Routed clock nets over the placement:
Drawn at 3 px/µm.
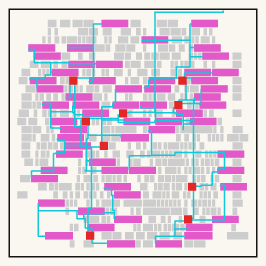
Logic cells by family:
Drawn at 3 px/µm.
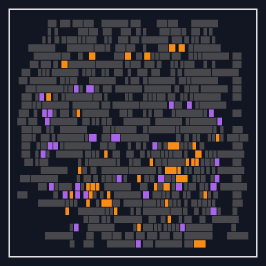
Routed metal, one color a layer:
Drawn at 6 px/µm.
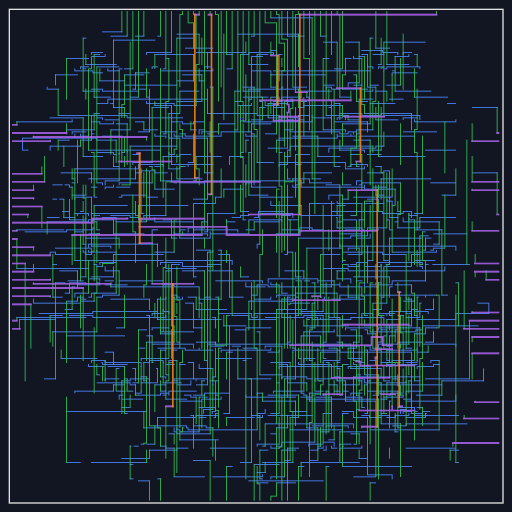
The clock network:
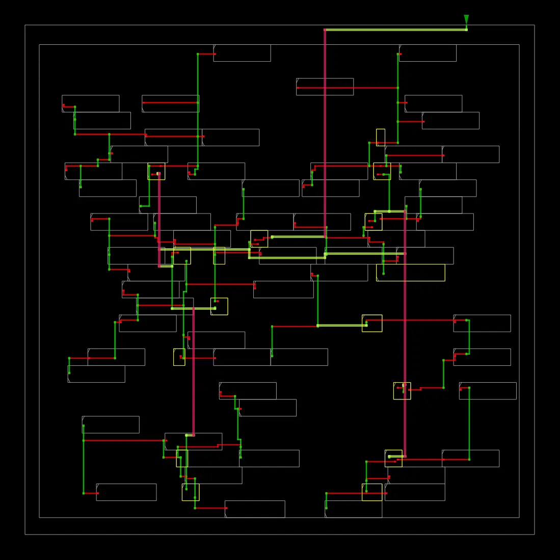
### config.mk
export PLATFORM = sky130hd
export DESIGN_NAME = mips_cpu_run_monitor_flat
export DESIGN_NICKNAME = d
export VERILOG_FILES = /design/src/rtl/mips_cpu_run_monitor_if.sv /design/src/rtl/mips_cpu_run_monitor.sv /design/src/flat_wrapper.sv
export SDC_FILE = /design/constraint.sdc
export NUM_CORES = 1
export LEC_CHECK = 0
export ABC_AREA = 1
export CAP_MARGIN = 25
export CORE_MARGIN = 2
export CORE_UTILIZATION = 48
export CTS_BUF_LIST = sky130_fd_sc_hd__clkbuf_4
export CTS_CLUSTER_DIAMETER = 100
export DETAILED_ROUTE_END_ITERATION = 8
export GPL_ROUTABILITY_DRIVEN = 0
export PLACE_DENSITY = 0.82
export SETUP_SLACK_MARGIN = 0.4
export SYNTH_ARGS = -nofsm -noshare
export SYNTH_HDL_FRONTEND = slang
export SYNTH_SLANG_ARGS = --single-unit
### constraint.sdc
create_clock -name clk -period 2.3 [get_ports clk]
set_clock_uncertainty 0.1 [all_clocks]
set_input_delay 0.575 -clock clk [delete_from_list [all_inputs] [get_ports clk]]
set_output_delay 0.575 -clock clk [all_outputs]
set_load 0.02 [all_outputs]
### src/rtl/mips_cpu_run_monitor_if.sv
// Signal bundle between mips_cpu_run_monitor (slave) and the harness/CPU side (master).
// Defining MIPS_RUN_MONITOR_PAUSE_EN adds the pause input.
interface mips_cpu_run_monitor_if #(
    parameter int WIDTH = 32,
    parameter int CNT_W = 16
);
    logic             start;
    logic             cpu_active;
    logic [WIDTH-1:0] register_v0;
`ifdef MIPS_RUN_MONITOR_PAUSE_EN
    logic             pause;
`endif
    logic             cpu_rst;
    logic             cpu_clk_enable;
    logic             busy;
    logic             done;
    logic             pass;
    logic             fail_mismatch;
    logic             fail_timeout;
    logic             fail_noactive;
    logic [CNT_W-1:0] cycle_count;
    logic [WIDTH-1:0] v0_captured;

    modport master (
`ifdef MIPS_RUN_MONITOR_PAUSE_EN
        output pause,
`endif
        output start, cpu_active, register_v0,
        input  cpu_rst, cpu_clk_enable, busy, done, pass,
        input  fail_mismatch, fail_timeout, fail_noactive, cycle_count, v0_captured
    );

    modport slave (
`ifdef MIPS_RUN_MONITOR_PAUSE_EN
        input  pause,
`endif
        input  start, cpu_active, register_v0,
        output cpu_rst, cpu_clk_enable, busy, done, pass,
        output fail_mismatch, fail_timeout, fail_noactive, cycle_count, v0_captured
    );
endinterface

### src/rtl/mips_cpu_run_monitor.sv
// Run controller for mips_cpu_harvard: sequences CPU reset, watchdogs the run, checks register_v0.
// Optional feature macro: MIPS_RUN_MONITOR_PAUSE_EN (adds pause, gating cpu_clk_enable in RUN).
module mips_cpu_run_monitor #(
    parameter int               WIDTH          = 32,
    parameter int               RESET_CYCLES   = 2,
    parameter int               TIMEOUT_CYCLES = 1000,
    parameter int               CNT_W          = 16,
    parameter logic [WIDTH-1:0] EXPECTED_V0    = '0
) (
    input  logic                  clk,
    input  logic                  rst,
    mips_cpu_run_monitor_if.slave bus
);
    localparam int               RST_W     = $clog2(RESET_CYCLES + 1);
    localparam logic [RST_W-1:0] RST_LAST  = RST_W'(RESET_CYCLES - 1);
    localparam logic [CNT_W-1:0] CNT_LIMIT = CNT_W'(TIMEOUT_CYCLES);

    typedef enum logic [2:0] {
        S_IDLE,
        S_RESET,
        S_WAIT_ACTIVE,
        S_RUN,
        S_DONE
    } state_t;

    state_t           r_state;
    logic [RST_W-1:0] r_rst_cnt;
    logic             r_cpu_rst;
    logic             r_busy;
    logic             r_done;
    logic             r_pass;
    logic             r_fail_mismatch;
    logic             r_fail_timeout;
    logic             r_fail_noactive;
    logic [CNT_W-1:0] r_cycle_count;
    logic [WIDTH-1:0] r_v0_captured;

    logic             w_run_tick;
    logic [CNT_W-1:0] w_count_next;
    logic             w_v0_match;

    // A run cycle only counts when the CPU is actually clocked.
`ifdef MIPS_RUN_MONITOR_PAUSE_EN
    assign w_run_tick         = (r_state == S_RUN) && !bus.pause;
    assign bus.cpu_clk_enable = !((r_state == S_RUN) && bus.pause);
`else
    assign w_run_tick         = (r_state == S_RUN);
    assign bus.cpu_clk_enable = 1'b1;
`endif

    assign w_count_next = r_cycle_count + CNT_W'(1);
    assign w_v0_match   = (bus.register_v0 == EXPECTED_V0);

    always_ff @(posedge clk or negedge rst) begin
        if (!rst) begin
            r_state         <= S_IDLE;
            r_rst_cnt       <= '0;
            r_cpu_rst       <= 1'b1;
            r_busy          <= 1'b0;
            r_done          <= 1'b0;
            r_pass          <= 1'b0;
            r_fail_mismatch <= 1'b0;
            r_fail_timeout  <= 1'b0;
            r_fail_noactive <= 1'b0;
            r_cycle_count   <= '0;
            r_v0_captured   <= '0;
        end else begin
            case (r_state)
                S_IDLE, S_DONE: begin
                    if (bus.start) begin
                        r_state         <= S_RESET;
                        r_rst_cnt       <= '0;
                        r_cpu_rst       <= 1'b1;
                        r_busy          <= 1'b1;
                        r_done          <= 1'b0;
                        r_pass          <= 1'b0;
                        r_fail_mismatch <= 1'b0;
                        r_fail_timeout  <= 1'b0;
                        r_fail_noactive <= 1'b0;
                        r_cycle_count   <= '0;
                        r_v0_captured   <= '0;
                    end
                end
                S_RESET: begin
                    if (r_rst_cnt == RST_LAST) begin
                        r_state   <= S_WAIT_ACTIVE;
                        r_cpu_rst <= 1'b0;
                    end else begin
                        r_rst_cnt <= r_rst_cnt + RST_W'(1);
                    end
                end
                S_WAIT_ACTIVE: begin
                    if (bus.cpu_active) begin
                        r_state <= S_RUN;
                    end else begin
                        r_state         <= S_DONE;
                        r_busy          <= 1'b0;
                        r_done          <= 1'b1;
                        r_fail_noactive <= 1'b1;
                    end
                end
                S_RUN: begin
                    if (w_run_tick) begin
                        r_cycle_count <= w_count_next;
                    end
                    // Completion is tested first so a halt on the last allowed cycle still gets checked.
                    if (!bus.cpu_active) begin
                        r_state         <= S_DONE;
                        r_busy          <= 1'b0;
                        r_done          <= 1'b1;
                        r_v0_captured   <= bus.register_v0;
                        r_pass          <= w_v0_match;
                        r_fail_mismatch <= !w_v0_match;
                    end else if (w_run_tick && (w_count_next == CNT_LIMIT)) begin
                        r_state        <= S_DONE;
                        r_busy         <= 1'b0;
                        r_done         <= 1'b1;
                        r_fail_timeout <= 1'b1;
                    end
                end
                default: begin
                    r_state <= S_IDLE;
                end
            endcase
        end
    end

    assign bus.cpu_rst       = r_cpu_rst;
    assign bus.busy          = r_busy;
    assign bus.done          = r_done;
    assign bus.pass          = r_pass;
    assign bus.fail_mismatch = r_fail_mismatch;
    assign bus.fail_timeout  = r_fail_timeout;
    assign bus.fail_noactive = r_fail_noactive;
    assign bus.cycle_count   = r_cycle_count;
    assign bus.v0_captured   = r_v0_captured;
endmodule

### src/flat_wrapper.sv
// flat-port wrapper written by rule: the top's interface ports become plain ports
module mips_cpu_run_monitor_flat 
#(
    parameter int               WIDTH          = 32,
    parameter int               RESET_CYCLES   = 2,
    parameter int               TIMEOUT_CYCLES = 1000,
    parameter int               CNT_W          = 16,
    parameter logic [WIDTH-1:0] EXPECTED_V0    = '0
)
  (clk, rst, bus_start, bus_cpu_active, bus_register_v0, bus_cpu_rst, bus_cpu_clk_enable, bus_busy, bus_done, bus_pass, bus_fail_mismatch, bus_fail_timeout, bus_fail_noactive, bus_cycle_count, bus_v0_captured);
  mips_cpu_run_monitor_if #(.WIDTH(WIDTH), .CNT_W(CNT_W)) bus_i ();
  input  logic clk;
  input  logic rst;
  input wire logic [$bits(bus_i.start)-1:0] bus_start;
  input wire logic [$bits(bus_i.cpu_active)-1:0] bus_cpu_active;
  input wire logic [$bits(bus_i.register_v0)-1:0] bus_register_v0;
  output wire logic [$bits(bus_i.cpu_rst)-1:0] bus_cpu_rst;
  output wire logic [$bits(bus_i.cpu_clk_enable)-1:0] bus_cpu_clk_enable;
  output wire logic [$bits(bus_i.busy)-1:0] bus_busy;
  output wire logic [$bits(bus_i.done)-1:0] bus_done;
  output wire logic [$bits(bus_i.pass)-1:0] bus_pass;
  output wire logic [$bits(bus_i.fail_mismatch)-1:0] bus_fail_mismatch;
  output wire logic [$bits(bus_i.fail_timeout)-1:0] bus_fail_timeout;
  output wire logic [$bits(bus_i.fail_noactive)-1:0] bus_fail_noactive;
  output wire logic [$bits(bus_i.cycle_count)-1:0] bus_cycle_count;
  output wire logic [$bits(bus_i.v0_captured)-1:0] bus_v0_captured;
  assign bus_i.start = bus_start;
  assign bus_i.cpu_active = bus_cpu_active;
  assign bus_i.register_v0 = bus_register_v0;
  assign bus_cpu_rst = bus_i.cpu_rst;
  assign bus_cpu_clk_enable = bus_i.cpu_clk_enable;
  assign bus_busy = bus_i.busy;
  assign bus_done = bus_i.done;
  assign bus_pass = bus_i.pass;
  assign bus_fail_mismatch = bus_i.fail_mismatch;
  assign bus_fail_timeout = bus_i.fail_timeout;
  assign bus_fail_noactive = bus_i.fail_noactive;
  assign bus_cycle_count = bus_i.cycle_count;
  assign bus_v0_captured = bus_i.v0_captured;
  mips_cpu_run_monitor #(.WIDTH(WIDTH), .RESET_CYCLES(RESET_CYCLES), .TIMEOUT_CYCLES(TIMEOUT_CYCLES), .CNT_W(CNT_W), .EXPECTED_V0(EXPECTED_V0)) u_core (.clk(clk), .rst(rst), .bus(bus_i));
endmodule
==> impl_metrics.py <==
# Flow results
metrics = {
    "outcome": {
        "status": "complete, no violations",
    },
    "clock_tree": {
        "clock_latency_ps": 410,
        "cts_root_buffer": "clkbuf_4",
        "cts_buffer_depth": 2,
        "tritoncts": "done",
        "htree_num_levels": 3,
        "cts.clk_slew.worst_paths_ps": 110,
    },
    "place": {
        "pre_cts_slack_ps": 274.3,
        "port_buffers": 90,
        "post-dp-hpwl_um": 5421,
    },
    "synth": {
        "yosys_warnings": 0,
        "ys_sh_xor_pct": 1.199,
        "ys_cells": 367,
        "fp_nets": 406,
        "top_logic_kind": "simple AND/OR/NAND/NOR gates",
        "edf_count": 0,
        "area_leaders": "dfrtp_1, nand2_1, nand3_1, inv_1, o21ai_0",
        "ys_seq_share_pct": 51.41,
        "synth-compound-area-share_pct": 6.336,
        "synth.avg_cell_area_um2": 7.964,
        "synthTopCellsByCount": "nand2_1, dfrtp_1, nand3_1, inv_1, nor2_1",
        "numSynthFlops": 60,
        "synth-simple-area-share_pct": 32.79,
        "async_flop_share_pct": 100.0,
        "mux_share_pct": 0,
        "largest_area_cell": "dfrtp_1",
        "synth_cells": 367,
        "syn_area_mm2": 0.002923,
        "top_area_share_pct": 50.51,
        "adder_share_pct": 1.284,
        "synth_cell_types": 30,
        "ff_type": "dfrtp_1",
        "yosys_area_mm2": 0.002923,
    },
    "critical_path": {
        "worstPathCellList": "ha_4 -> nand3_1 -> nor2_2 -> xor2_1 -> nand3_1 -> nor2_1 -> nand3_1 -> nand2_2 -> nand2_2 -> nand2_1 -> nand2_1",
        "ff2ff_setup_slack_ps": 360,
        "r2r_start": "u_core.bus.cycle_count[0]",
        "timing.rr.end": "u_core.bus.busy",
        "cp_num_buf_inv": 0,
        "slowest_delay_ps": 430,
        "crit_top_cell": "nand3_1",
        "end_kind": "flip-flop",
        "endpoint": "u_core.bus.busy",
        "crit_type": "flip-flop to flip-flop",
        "cpMaxStageDelayCell": "dfrtp_2",
        "critical_path_cell_count": 11,
        "cp_data_required_time_ps": 2510,
        "crit_start": "u_core.bus.cycle_count[0]",
        "cp-start-kind": "flip-flop",
        "reg2regPathDepth": 11,
        "cp.arrival_ps": 2150,
    },
    "floorplanning": {
        "fp_util_pct": 49.66,
        "die_w_um": 82.04,
        "io_pins": 92,
        "die_area_mm2": 0.006730,
        "row_count": 28,
        "n_tap_cell": 75,
        "core_area_mm2": 0.005886,
    },
    "run": {
        "drv_cap": 0,
        "warnings": 29,
    },
    "sta": {
        "rsz0062_at_grt": "true",
        "hold_viol": 0,
        "fin_crit_sh_pct": 84.15,
        "final-setup-viol-count": 0,
        "drv_slew": 0,
        "post-route-min-period_ps": 1936,
        "setup_slack_ps": 364.5,
    },
    "final_layout": {
        "logic_area_mm2": 0.001267,
        "fin_nets": 508,
        "fin_util_pct": 69.47,
        "largest_class": "registers",
        "inv_count": 35,
        "syn_to_final_growth_pct": 39.90,
        "seq_area_mm2": 0.001508,
        "comb_cells": 260,
        "antenna_cells": 0,
        "nFillCells": 494,
        "sh_comb_area_pct": 31.00,
        "buf_share_pct": 23.23,
        "seq_share_pct": 36.87,
        "drive_gt1_share_pct": 12.03,
        "clk_share_pct": 3.274,
        "clkbuf_count": 9,
    },
    "global_route": {
        "grt_use_met2_pct": 38.94,
        "grt_pass1_vias": 2753,
        "grt_use_met3_pct": 5.275,
        "gr-total-overflow": 0,
        "globalRoute.busiestLayer": "met2",
        "antenna_found_initial": 0,
        "grt.total_usage_pct": 24.06,
        "grt_pass1_wl_um": 12280,
    },
    "min_path": {
        "hold_path.class": "primary input to asynchronous set/reset pin",
    },
    "routing": {
        "first_iter_violations": 150,
        "met1_length_um": 3137,
        "ant_nets": 0,
        "drcViolationCount": 0,
        "met2WireLength_um": 3913,
        "via_per_inst": 5.271,
        "routed_wl_um": 7727,
        "routedWlPerCell_um": 14.07,
        "vias": 2894,
        "dr_wl_met3_um": 471,
    },
    "power_and_ir_drop": {
        "leakage_nw": 2.135,
        "power.internal_mw": 2.562,
        "peakVddDrop_mv": 0.8062,
        "switching_power_mw": 1.995,
        "pwr-share-comb_pct": 46.3,
        "p_sw_share_pct": 43.77,
        "seq_power_share_pct": 37.5,
        "p_per_area_mw_per_mm2": 1115,
    },
}
Back to the opening pictures, 'routed clock nets over the placement':
red -> cells driving clock nets  # count 9
cyan -> clock wires  # length 781 µm
magenta -> flip-flops  # count 60
flops lie = spread over the die
routed clock nets = 10

Back to the opening pictures, 'logic cells by family':
purple -> inverting AOI/OAI gates  # cells 32
orange -> NOR gates  # cells 39

Back to the opening pictures, 'routed metal, one color a layer':
blue -> met1  # wire length 3140 µm
orange -> met4  # wire length 205 µm
purple -> met3  # wire length 472 µm
green -> met2  # wire length 3910 µm

Back to the opening pictures, 'the clock network':
Seq cells: 60
Clk. pwr: 739 µW
clk sink count: 60

## sequential cells by signal (all words and copies together), names as in the netlist
register                  flops
u_core.bus.pass               1
u_core.bus.cycle_count       16
u_core.bus.done               1
u_core.r_state                3
u_core.bus.fail_noactive      1
u_core.r_rst_cnt              2
u_core.bus.v0_captured       32
u_core.bus.fail_mismatch      1
u_core.bus.busy               1
u_core.bus.cpu_rst            1
u_core.bus.fail_timeout       1
## per-stage QoR
| step | instances | instance area, µm² |
|---|---|---|
| finish | 549 | 4089 |
| floorplan | 367 | 2925 |
| detailed placement | 529 | 3944 |
| global placement | 529 | 3944 |
| global route | 549 | 4089 |
| CTS | 548 | 4066 |
## power by group through the flow
stage / Combinational, mW / Sequential, mW / Clock, mW
global route: 2.32 / 1.76 / 0.808
CTS: 2.09 / 1.69 / 0.747
detailed placement: 2.29 / 1.71 / 0
finish: 2.11 / 1.71 / 0.739
floorplan: 0.761 / 2.13 / 0
global placement: 2.25 / 1.71 / 0
## placed cells by master, fill, tap and decap left out, drive strengths merged, types with 4 or more instances in the layout
| master | netlist | layout |
|---|---|---|
| dfrtp | 59 | 59 |
| nand2 | 126 | 126 |
| clkinv | 0 | 5 |
| clkdlybuf4s50 | 0 | 34 |
| buf | 8 | 14 |
| xor2 | 4 | 4 |
| inv | 35 | 36 |
| o22ai | 5 | 5 |
| nand3 | 48 | 48 |
| o21ai | 22 | 22 |
| nor4 | 6 | 6 |
| clkbuf | 4 | 12 |
| nand4 | 6 | 6 |
| clkdlybuf4s15 | 0 | 8 |
| dlygate4sd2 | 0 | 44 |
| nor2 | 30 | 30 |
## repair_timing
item	4_1_cts	5_1_grt
cloned	0	0
endpoints found under the setup margin	59	18
gates resized	68	16
hold buffers	0	0
pin swaps	4	10
setup buffers	3	1
No activity file was given, so power comes from the tool's default toggle rates.
